Met3 routing:
Scale bar: 20 um.
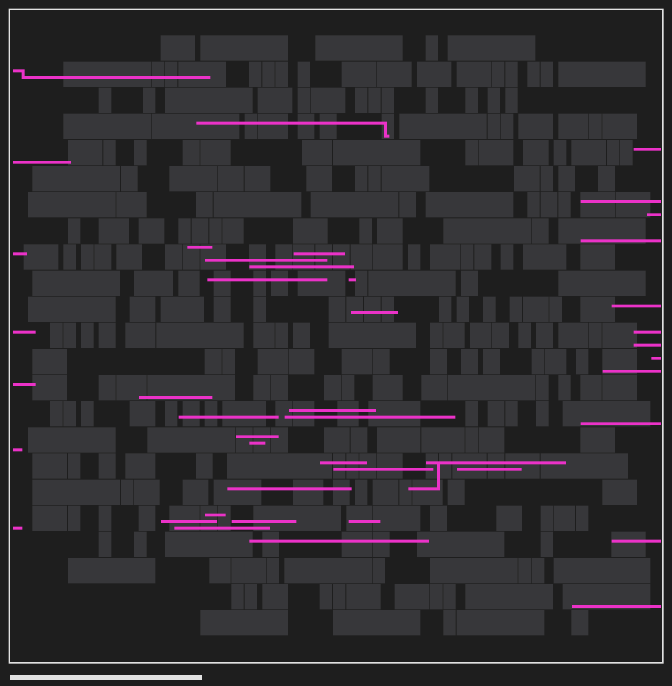
Signal wires by layer:
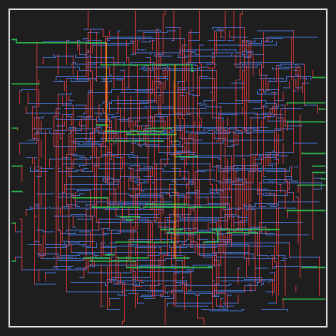
M2 wires:
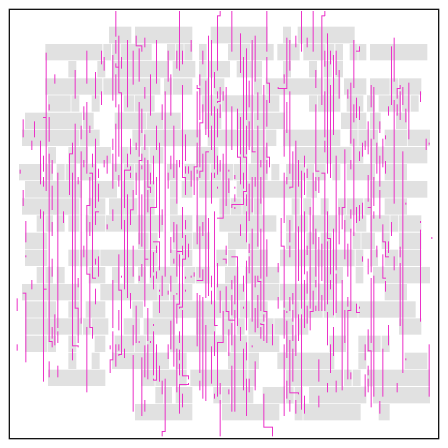
Clock wires, drivers and flops:
Scale bar: 20 um.
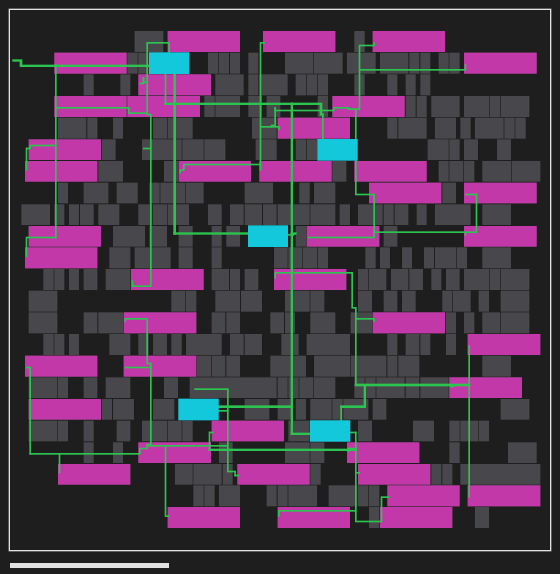
Design serial_word_sender, sky130hd; sources not shown.
==> GITHUB_STEP_SUMMARY <==
### Metrics collected by this job

| Metric | Value |
|---|---|
| Outcome | complete, no violations |
| Leak pwr | 1.16 nW |
| Worst setup EP type | primary output |
| Port Buffers | 29 |
| Worst-Margin Slew | 559 ps |
| Ys Warns | 0 |
| CTS Sinks | 41 |
| Number of enable flip-flop cells | 0 |
| Worst-path clk slew | 90 ps |
| Max-cap violations | 0 |
| Setup TNS | 0 ps |
| RSZ-0062 raised after global routing | no |
| RD Place Congestion | 0.856 |
| Final-stage net count | 332 |
| Fmax | 265 MHz |
| CTS max path bufs | 2 |
| Synth area leader | dfrtp_1 |
| Vias in the first global route | 1,927 |
| Yosys stat cell total | 268 |
| Mapped Area | 2260 um^2 |
| Leading register cell type out of synthesis | dfrtp_1 |
| GR Overflow Total | 0 |
| Pre-CTS WS | 2190 ps |
| Hold path cells | 2 |
| Crit-path cells | inv_1 -> ha_1 -> nor4b_2 -> nand4_1 -> nor2_1 -> clkdlybuf4s50_1 |
| Crit-path max cell delay | 630 ps |
| Async S/R FF share, synth | 1.00 |
| P&R area growth vs syn | 21.8% |
| Yosys stat area | 2260 um^2 |
| Number of cells on the critical path | 6 |
| #FFs+latches synth | 41 |
| Worst vdd ir | 221 uV |
| CP Launch Type | register |
| Distinct lib cells | 41 |
| Crit path kind | reg -> out |
| Worst setup margin | 1820 ps |
| Top cells by count, synth | nand2_1 (68), dfrtp_1 (41), o21ai_0 (32), nor2_1 (18) |
| Clk root buf | clkbuf_8 |
| Power density over cell area | 330 nW/um^2 |
| Hold Fails Final Rpt | 0 |
| Register area | 1030 um^2 |
| Initial antenna violation count | 0 |
| Antenna Nets Post-Route | 0 |
| Global-route wire length before repair | 9230 um |
| Worst min-delay path category | reg -> reg |
| CP Data Arrival Time | 2660 ps |
| N_diodes | 0 |
Notes on 'met3 routing' above:
share of all routed wire	5.4%
main direction	horizontal
wire length on this layer	308 um
via count: 2,147
met3 usage: 0.0533
final wirelength: 5720 um

Notes on 'signal wires by layer' above:
colour	layer	wire length
blue	metal 1	2,630 um
green	metal 3	308 um
red	metal 2	2,720 um
orange	metal 4	62.6 um
Wirelength per Cell: 16.1 um
total track usage: 0.282

Notes on 'M2 wires' above:
nets with wire on the layer	273
longest straight run	35.9 um
GRT met2 Usage: 0.438

Notes on 'clock wires, drivers and flops' above:
[cyan] clock drivers | count: 5
[green] clock wires | length: 571 um
[magenta] flip-flops | count: 41
routed clock nets	6
Clk power: 0.254 mW
clk_lat worst skew: 300 ps
clock share of power: 0.279
Worst Skew: 10.1 ps

[cell families (layout without fill, tap and decap cells)]
family,Yosys count,count (layout),share of synthesized area
AOI/OAI and AO/OA,75,75,0.222
xor gates and xnor gates,1,1,0.00388
adders and majority gates,3,3,0.0166
buffers and inverters,21,59,0.0382
DFF,41,41,0.455
muxes,1,1,0.00443
and+or+nand+nor,126,126,0.261
[routing by layer]
metal / routed length [um] / track usage / up-vias
met3: 307 / 0.0533 / 6
li1: - / - / 1035
met4: 62 / 0.0885 / 0
met2: 2720 / 0.438 / 69
met1: 2630 / 0.372 / 1037
met5: 0 / - / -
[worst min-delay path, stage by stage, from the launching register on]
cell     delay (ps)
dfrtp_1         350
nand2_1          50
nand2_1          50
[metrics by stage]
stage,instances,util,hold slack [ps]
floorplan,268,-,445
global placement,347,0.639,461
detailed placement,348,0.644,464
CTS,356,0.673,482
global route,356,0.673,502
finish,356,0.673,478
[placed cells by master (no fill, tap or decap), drive strengths merged, types with 3 or more instances in the layout]
cell / n
a211oi: 15
a21oi: 3
buf: 5
clkbuf: 20
clkdlybuf4s50: 28
dfrtp: 41
ha: 3
inv: 5
nand2: 69
nand3: 6
nor2: 18
nor3: 13
nor4: 6
o21ai: 33
o2bb2ai: 15
[power by group]
part / switching [mW] / internal (mW)
logic: 0.0963 / 0.108
registers: 0.0831 / 0.367
clock network: 0.108 / 0.146
[layout make-up]
cell class / count / share of cell area
Timing Repair Buffer: 30 / 0.114
Multi-Input combinational cell: 206 / 0.416
Tap cell: 50 / 0.0228
Sequential cell: 41 / 0.373
Buffer: 16 / 0.0246
Clock buffer: 7 / 0.0314
Inverter: 5 / 0.00683
Clock inverter: 1 / 0.0109
No activity file was given, so power comes from the tool's default toggle rates.
